<file path="config.mk">
export PLATFORM = sky130hd
export DESIGN_NAME = wizmap_burst
export DESIGN_NICKNAME = d
export VERILOG_FILES = /design/src/rtl/wizmap_pkg.sv /design/src/rtl/wizmap_xlat.sv /design/src/rtl/wizmap_burst.sv
export SDC_FILE = /design/constraint.sdc
export NUM_CORES = 1
export LEC_CHECK = 0
export ABC_AREA = 0
export CAP_MARGIN = 20
export CORE_UTILIZATION = 45
export DETAILED_ROUTE_END_ITERATION = 7
export HOLD_SLACK_MARGIN = 0.06
export PLACE_DENSITY = 0.79
export SYNTH_ARGS = -nofsm -noshare
export SYNTH_HDL_FRONTEND = slang
export SYNTH_SLANG_ARGS = --single-unit
</file>
<file path="constraint.sdc">
create_clock -name fclk -period 6.7 [get_ports fclk]
set_input_delay 1.675 -clock fclk [delete_from_list [all_inputs] [get_ports fclk]]
set_output_delay 1.675 -clock fclk [all_outputs]
set_load 0.02 [all_outputs]
</file>
<file path="src/rtl/wizmap_pkg.sv">
// wizmap shared definitions
// config map, CTRL bits, window defaults
package wizmap_pkg;
  localparam int W_ADDR_W = 10;

  localparam logic [3:0] CFG_CTRL   = 4'd0;
  localparam logic [3:0] CFG_HI     = 4'd1;
  localparam logic [3:0] CFG_BTGT   = 4'd2;
  localparam logic [3:0] CFG_BLEN_L = 4'd3;
  localparam logic [3:0] CFG_BLEN_H = 4'd4;
  localparam logic [3:0] CFG_WIN0   = 4'd8;

  localparam int CTRL_A0INV = 0;
  localparam int CTRL_PORTS = 1;
  localparam int CTRL_BTGT9 = 2;
  localparam int CTRL_START = 7;

  localparam logic [4:0] WIN0_RST = 5'b10111;
  localparam logic [4:0] WIN1_RST = 5'b11000;

  typedef enum logic {
    B_IDLE,
    B_ACTIVE
  } bst_e;
endpackage

</file>
<file path="src/rtl/wizmap_xlat.sv">
// wizmap non-burst translation
// ports, direct and windowed modes
module wizmap_xlat
  import wizmap_pkg::*;
#(
  parameter int NUM_WIN = 2
) (
  input  logic [15:0]                za,
  input  logic                       a0inv,
  input  logic                       ports,
  input  logic [3:0]                 hi,
  input  logic [NUM_WIN-1:0][4:0]    win,
  output logic [W_ADDR_W-1:0]        addr
);
  localparam int IW = (NUM_WIN > 1) ? $clog2(NUM_WIN) : 1;

  logic [IW-1:0] idx;
  logic [4:0]    base;
  logic          a0;

  // select window base, then the mode by priority
  always_comb begin
    idx  = (NUM_WIN > 1) ? za[12 +: IW] : '0;
    base = '0;
    for (int n = 0; n < NUM_WIN; n++) begin
      if (idx == IW'(n)) base = win[n];
    end
    a0 = za[0] ^ a0inv;
    priority case (1'b1)
      ports:   addr = {hi, za[13:9], za[8] ^ a0inv};
      !za[13]: addr = {za[9:1], a0};
      default: addr = {1'b1, za[11:9], base, a0};
    endcase
  end
endmodule

</file>
<file path="src/rtl/wizmap_burst.sv">
// wizmap_burst: registered W5300 mapper
// with CPU-programmed FIFO burst mode
module wizmap_burst
  import wizmap_pkg::*;
#(
  parameter int          NUM_WIN  = 2,
  parameter int          CNT_W    = 12,
  parameter logic [15:0] BURST_ZA = 16'h00C3
) (
  input  logic                fclk,
  input  logic                rst_n,
  input  logic [15:0]         za,
  input  logic                acc_stb,
  input  logic                cfg_we,
  input  logic [3:0]          cfg_addr,
  input  logic [7:0]          cfg_din,
  output logic [7:0]          cfg_dout,
  output logic [9:0]          w5300_addr,
  output logic                addr_vld,
  output logic                burst_active,
  output logic [CNT_W-1:0]    burst_left,
  output logic                burst_done
);
  logic [2:0]             ctrl_q, ctrl_d;
  logic [3:0]             hi_q, hi_d;
  logic [7:0]             btgt_q, btgt_d;
  logic [CNT_W-1:0]       blen_q, blen_d;
  logic [NUM_WIN-1:0][4:0] win_q, win_d;
  bst_e                   st_q, st_d;
  logic [CNT_W-1:0]       left_q, left_d;
  logic                   phase_q, phase_d;
  logic [9:0]             addr_q, addr_d;
  logic                   vld_q, vld_d;
  logic                   done_q, done_d;
  logic [9:0]             xlat_addr;
  logic                   hit;
  logic                   ctrl_wr;
  logic [15:0]            blen_ext;

  wizmap_xlat #(.NUM_WIN(NUM_WIN)) u_xlat (
    .za    (za),
    .a0inv (ctrl_q[CTRL_A0INV]),
    .ports (ctrl_q[CTRL_PORTS]),
    .hi    (hi_q),
    .win   (win_q),
    .addr  (xlat_addr)
  );

  assign blen_ext     = 16'(blen_q);
  assign w5300_addr   = addr_q;
  assign addr_vld     = vld_q;
  assign burst_active = (st_q == B_ACTIVE);
  assign burst_left   = left_q;
  assign burst_done   = done_q;

  // config register writes
  always_comb begin
    ctrl_d = ctrl_q;
    hi_d   = hi_q;
    btgt_d = btgt_q;
    blen_d = blen_q;
    win_d  = win_q;
    if (cfg_we) begin
      case (cfg_addr)
        CFG_CTRL:   ctrl_d = cfg_din[2:0];
        CFG_HI:     hi_d   = cfg_din[3:0];
        CFG_BTGT:   btgt_d = cfg_din;
        CFG_BLEN_L: blen_d[7:0] = cfg_din;
        CFG_BLEN_H: blen_d[CNT_W-1:8] = cfg_din[CNT_W-9:0];
        default: ;
      endcase
      for (int n = 0; n < NUM_WIN; n++) begin
        if (cfg_addr == CFG_WIN0 + 4'(n)) win_d[n] = cfg_din[4:0];
      end
    end
  end

  // config readback
  always_comb begin
    cfg_dout = '0;
    case (cfg_addr)
      CFG_CTRL:   cfg_dout = {burst_active, 4'b0, ctrl_q};
      CFG_HI:     cfg_dout = {4'b0, hi_q};
      CFG_BTGT:   cfg_dout = btgt_q;
      CFG_BLEN_L: cfg_dout = blen_ext[7:0];
      CFG_BLEN_H: cfg_dout = blen_ext[15:8];
      default: ;
    endcase
    for (int n = 0; n < NUM_WIN; n++) begin
      if (cfg_addr == CFG_WIN0 + 4'(n)) cfg_dout = {3'b0, win_q[n]};
    end
  end

  // burst FSM and output address; a CTRL write overrides the access
  always_comb begin
    st_d    = st_q;
    left_d  = left_q;
    phase_d = phase_q;
    addr_d  = addr_q;
    vld_d   = acc_stb;
    done_d  = 1'b0;
    hit     = acc_stb && (st_q == B_ACTIVE) && (za == BURST_ZA);
    ctrl_wr = cfg_we && (cfg_addr == CFG_CTRL);
    if (acc_stb) begin
      addr_d = hit ? {ctrl_q[CTRL_BTGT9], btgt_q,
                      phase_q ^ ctrl_q[CTRL_A0INV]}
                   : xlat_addr;
    end
    if (hit) begin
      left_d  = left_q - 1'b1;
      phase_d = ~phase_q;
      if (left_q == CNT_W'(1)) begin
        st_d   = B_IDLE;
        done_d = 1'b1;
      end
    end
    if (ctrl_wr) begin
      if (cfg_din[CTRL_START]) begin
        if (blen_q != '0) begin
          st_d    = B_ACTIVE;
          left_d  = blen_q;
          phase_d = 1'b0;
        end
      end else begin
        st_d   = B_IDLE;
        left_d = '0;
      end
    end
  end

  // state registers
  always_ff @(posedge fclk or negedge rst_n) begin
    if (!rst_n) begin
      ctrl_q  <= '0;
      hi_q    <= '0;
      btgt_q  <= '0;
      blen_q  <= '0;
      for (int n = 0; n < NUM_WIN; n++) begin
        win_q[n] <= (n == 0) ? WIN0_RST :
                    (n == 1) ? WIN1_RST : 5'b0;
      end
      st_q    <= B_IDLE;
      left_q  <= '0;
      phase_q <= 1'b0;
      addr_q  <= '0;
      vld_q   <= 1'b0;
      done_q  <= 1'b0;
    end else begin
      ctrl_q  <= ctrl_d;
      hi_q    <= hi_d;
      btgt_q  <= btgt_d;
      blen_q  <= blen_d;
      win_q   <= win_d;
      st_q    <= st_d;
      left_q  <= left_d;
      phase_q <= phase_d;
      addr_q  <= addr_d;
      vld_q   <= vld_d;
      done_q  <= done_d;
    end
  end
endmodule

</file>
Run 1, placed standard cells:
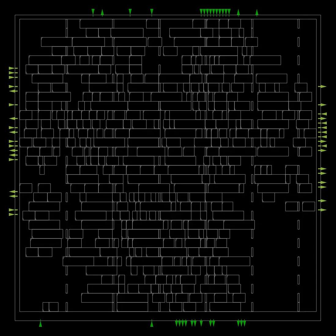
Core Area: 7690 um^2
flop share of the area: 35.2%
Final Non-Filler Cells: 503
final-layout fill cell count: 678
final core utilization: 58.5%

Run 1, placed cells, one colour a class:
(3 px per um)
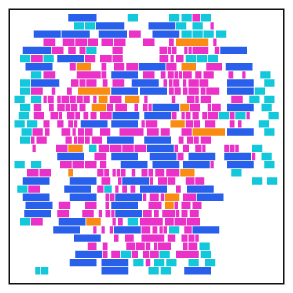
legend:
  blue:
    class: sequential cells
    cells: 63
  magenta:
    class: combinational and other logic
    cells: 255
  cyan:
    class: remaining buffers and delay cells
    cells: 67
  orange:
    class: clock drivers and dummy loads
    cells: 16

Run 1, clock network drawn from the DEF:
(3 px per um)
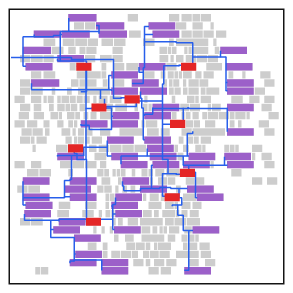
legend:
  purple:
    item: flip-flops
    count: 63
  red:
    item: clock drivers
    count: 9
  blue:
    item: clock wires
    length: 788 um
flops lie: widely spread

Run 1, sequential cells grouped by signal name:
(3 px per um) Other sequential cells in the stronger grey, the rest of the logic in the fainter grey.
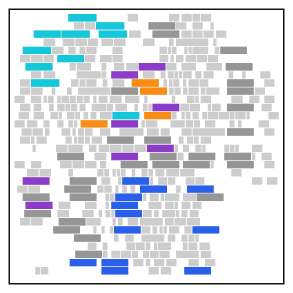
legend:
  cyan:
    signal: `win_q`
    placed_flops: 10
    where: top left
  purple:
    signal: `btgt_q`
    placed_flops: 8
  orange:
    signal: `hi_q`
    placed_flops: 4
  blue:
    signal: `burst_left`
    placed_flops: 12
    where: bottom middle

==> run_results.csv, run 1 <==
group,metric,value,unit
synthesis,common_cells,"dfrtp_1, mux2_2, nor2_1",
floorplan,rows,32,
floorplan,dieArea,8280,um^2
power_and_ir_drop,static-leakage-power,1.76,nW
clock_network,cts_tree,"built",
global_routing,overflow,0,
clock_network,path_clk_slew,0.07,ns
power_and_ir_drop,intPower,892,uW
route,via_per_inst,5.87,
layout,layout-drive-gt1-share,20.7,%
clock_network,clock_sinks,63,
synthesis,yosysWarnings,0,
route,drc_errors,0,
global_routing,grt_pass1_wl,15500,um
floorplan,chipHeight,91.0,um
sta,fin_worst_skew,0.00393,ns
job,cap_violations,0,
run_status,outcome,"complete, no violations",
placed_design,dp.cells,486,
global_routing,grtUsageTotal,24.1,%
route,wl_per_cell,18.7,um
setup_path,crit_family,"buffers and inverters",
power_and_ir_drop,seqPwrFrac,42.2,%
sta,hold_viol_final,0,
synthesis,flop_cell,"dfrtp_1",
setup_path,path_class,"in2out",
synthesis,mux_area_share,18.6,%
==> run 1: worst reg2reg max path, cell delays in order (launching register included) <==
cell	delay [ns]
dfrtp_1	0.44
and2_1	0.19
nand4_1	0.67
o21a_1	0.44
or3_1	0.30
a31oi_1	0.16
==> run 1: state kept, by name (all words and copies together), names as in the netlist <==
register / count
win_q: 10
btgt_q: 8
blen_q: 12
w5300_addr: 10
hi_q: 4
phase_q: 1
ctrl_q: 3
burst_active: 1
burst_done: 1
burst_left: 12
addr_vld: 1
==> run 1: final timing paths <==
path	startpoint	to	slack, ns	cells after the start
min in group asynchronous	rst_n	burst_left[3]$_DFF_PN0_	1.49	2
setup reg to reg	burst_active$_DFF_PN0_	w5300_addr[0]$_DFFE_PN0P_	4.42	5
setup / recovery	cfg_addr[0]	cfg_dout[1]	0.86	7
hold reg to reg	w5300_addr[1]$_DFFE_PN0P_	w5300_addr[1]$_DFFE_PN0P_	0.52	1
hold / removal	w5300_addr[1]$_DFFE_PN0P_	w5300_addr[1]$_DFFE_PN0P_	0.52	1
max in group asynchronous	rst_n	w5300_addr[7]$_DFFE_PN0P_	4.70	2
==> run 1: metal layers <==
metal / up-vias / GRT usage (%) / routed length, um
met5: - / 0 / 0
li1: 1353 / - / -
met4: 0 / 10.2 / 170
met1: 1435 / 33.9 / 4190
met3: 17 / 3.60 / 649
met2: 150 / 37.1 / 4410
==> run 1: power groups by stage <==
| stage | clock network [mW] | logic [mW] | registers (mW) |
|---|---|---|---|
| 2_1_floorplan | 0 | 0.201 | 0.553 |
| 3_3_place_gp | 0 | 0.344 | 0.560 |
| 3_5_place_dp | 0 | 0.352 | 0.561 |
| 4_1_cts | 0.411 | 0.357 | 0.554 |
| 5_1_grt | 0.430 | 0.386 | 0.566 |
| 6_report | 0.406 | 0.357 | 0.557 |
Run 1, port wiring:
(4 px per um)
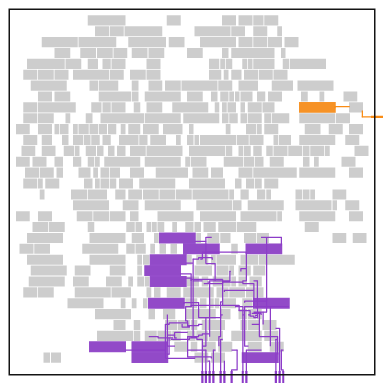

==> run 2: changes to the inputs <==
--- a/config.mk
+++ b/config.mk
@@ -9,6 +9,7 @@
 export CAP_MARGIN = 20
 export CORE_UTILIZATION = 45
 export DETAILED_ROUTE_END_ITERATION = 7
+export GPL_ROUTABILITY_DRIVEN = 0
 export HOLD_SLACK_MARGIN = 0.06
 export PLACE_DENSITY = 0.79
 export SYNTH_ARGS = -nofsm -noshare
==> constraint.sdc (replaced) <==
create_clock -name fclk -period 6.95 [get_ports fclk]
set_input_delay 1.7375 -clock fclk [delete_from_list [all_inputs] [get_ports fclk]]
set_output_delay 1.7375 -clock fclk [all_outputs]
set_load 0.05 [all_outputs]
Run 2, port wiring:
(4 px per um)
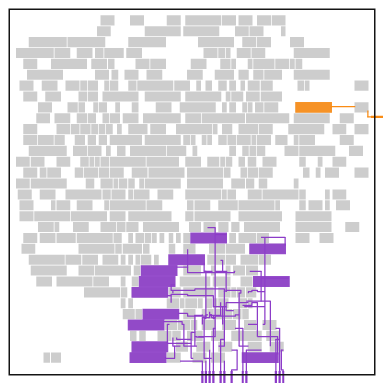
legend:
  purple:
    port: `burst_left`
    direction: output
    end_cells: 12
    buffers: 12
    wire: 469 um
  orange:
    port: `addr_vld`
    direction: output
    end_cells: 1
    buffers: 1
    wire: 9.00 um

==> run 2 against run 1 <==
Synthesized cell count unchanged. First-iteration DRC count decreased by 21%. Worst hold slack got worse by 0.0024 ns. Largest power group unchanged. Wire length fell by 4.0%. Count of clock-buffer cells in the layout increased by 1. Global-route usage shrank 1.5 points. Highest routed layer unchanged.
==> run_results.csv, run 2 <==
group,metric,value,unit
run_status,outcome,"complete, no violations",
setup_path,worst-r2r-cell-count,5,
setup_path,cp_slowest_stage_delay,0.85,ns
global_routing,grt_pass1_wl,14500,um
floorplan,rows,32,
placed_design,dp.cells,486,
synthesis,common_cells,"dfrtp_1, mux2_2, nor2_1",
power_and_ir_drop,top_power_group,"registers",
power_and_ir_drop,static-leakage-power,1.77,nW
clock_network,path_clk_slew,0.07,ns
power_and_ir_drop,ir_worst_vdd,156,uV
sta,hold_viol_final,0,
sta,fin_worst_skew,0.00502,ns
power_and_ir_drop,seqPwrFrac,39.2,%
setup_path,cpMaxStageDelayCell,"clkdlybuf4s50_1",
hold_path,hold_depth,1,
layout,lay_top_cells,"clkdlybuf4s50_1, dfrtp_1, mux2_2",
setup_path,cp_num_buf_inv,2,
floorplan,chipHeight,91.0,um
synthesis,flop_cell,"dfrtp_1",
global_routing,overflow,0,
route,drc_errors,0,
setup_path,path_class,"in2out",
setup_path,r2r-end,"burst_left[5]$_DFF_PN0_",
setup_path,reg2reg_from,"burst_active$_DFF_PN0_",
job,cap_violations,0,
clock_network,clock_sinks,63,
hold_path,hp-start,"w5300_addr[1]$_DFFE_PN0P_",
power_and_ir_drop,powerSeq,533,uW
layout,fin_cells,503,
layout,syn_to_final_growth,26.7,%
clock_network,cts_tree,"built",
route,wl_per_cell,18.0,um
floorplan,dieArea,8280,um^2
clock_network,hold_buffers,0,
synthesis,synthCells,337,
floorplan,core-area,7690,um^2
global_routing,grtUsageTotal,22.6,%
route,via_per_inst,5.78,
setup_path,crit_family,"buffers and inverters",
power_and_ir_drop,comb-power,410,uW
Run 2, placed cells, one colour a class:
(3 px per um)
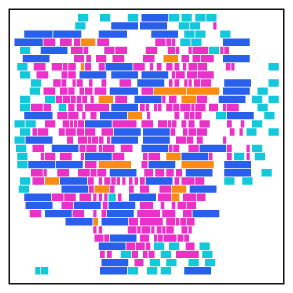
legend:
  magenta:
    class: combinational and other logic
    cells: 255
  orange:
    class: clock drivers and dummy loads
    cells: 16
  blue:
    class: sequential cells
    cells: 63
  cyan:
    class: remaining buffers and delay cells
    cells: 67

-- run 2: cell counts after synthesis --
No cell type changed its count.
-- run 2: final cells by class --
class / count / area (um^2)
clock buffer: 10 / 128
inverter: 9 / 33.8
sequential: 63 / 1580
multi-input combinational: 246 / 1850
clock inverter: 6 / 133
tap: 102 / 128
timing repair buffer: 67 / 658
fill: 668 / 3170
-- run 2: logic make-up (layout without fill, tap and decap cells) --
kind of cell               Yosys count  after routing  synth area share, %
buffers and inverters               28             92                 3.62
xor gates and xnor gates            12             12                 2.95
AOI/OAI and AO/OA                   66             66                 11.5
DFF                                 63             63                 44.5
and+or+nand+nor                    107            107                 18.2
adders and majority gates            2              2                0.702
muxes                               59             59                 18.6
-- run 2: worst max path at each step --
stage                     start          end  cells past startpoint
floorplan           cfg_addr[0]  cfg_dout[3]                      6
global placement    cfg_addr[0]  cfg_dout[0]                      7
detailed placement  cfg_addr[0]  cfg_dout[1]                      7
CTS                 cfg_addr[0]  cfg_dout[1]                      7
global route        cfg_addr[0]  cfg_dout[0]                      7
finish              cfg_addr[0]  cfg_dout[1]                      7
-- run 2: layer usage --
metal	wire length, um	global-route usage, %
met1	4060	32.2
met2	4160	33.7
met4	150	6.48
met3	672	6.20
met5	0	0
-- run 2: stage by stage --
stage / worst slack, ns / util, %
2_1_floorplan: 1.74 / -
3_3_place_gp: 0.861 / 55.2
3_5_place_dp: 0.837 / 55.2
4_1_cts: 0.808 / 58.6
5_1_grt: 0.726 / 58.7
6_report: 0.788 / 58.7
Power and IR drop assume default switching activity.
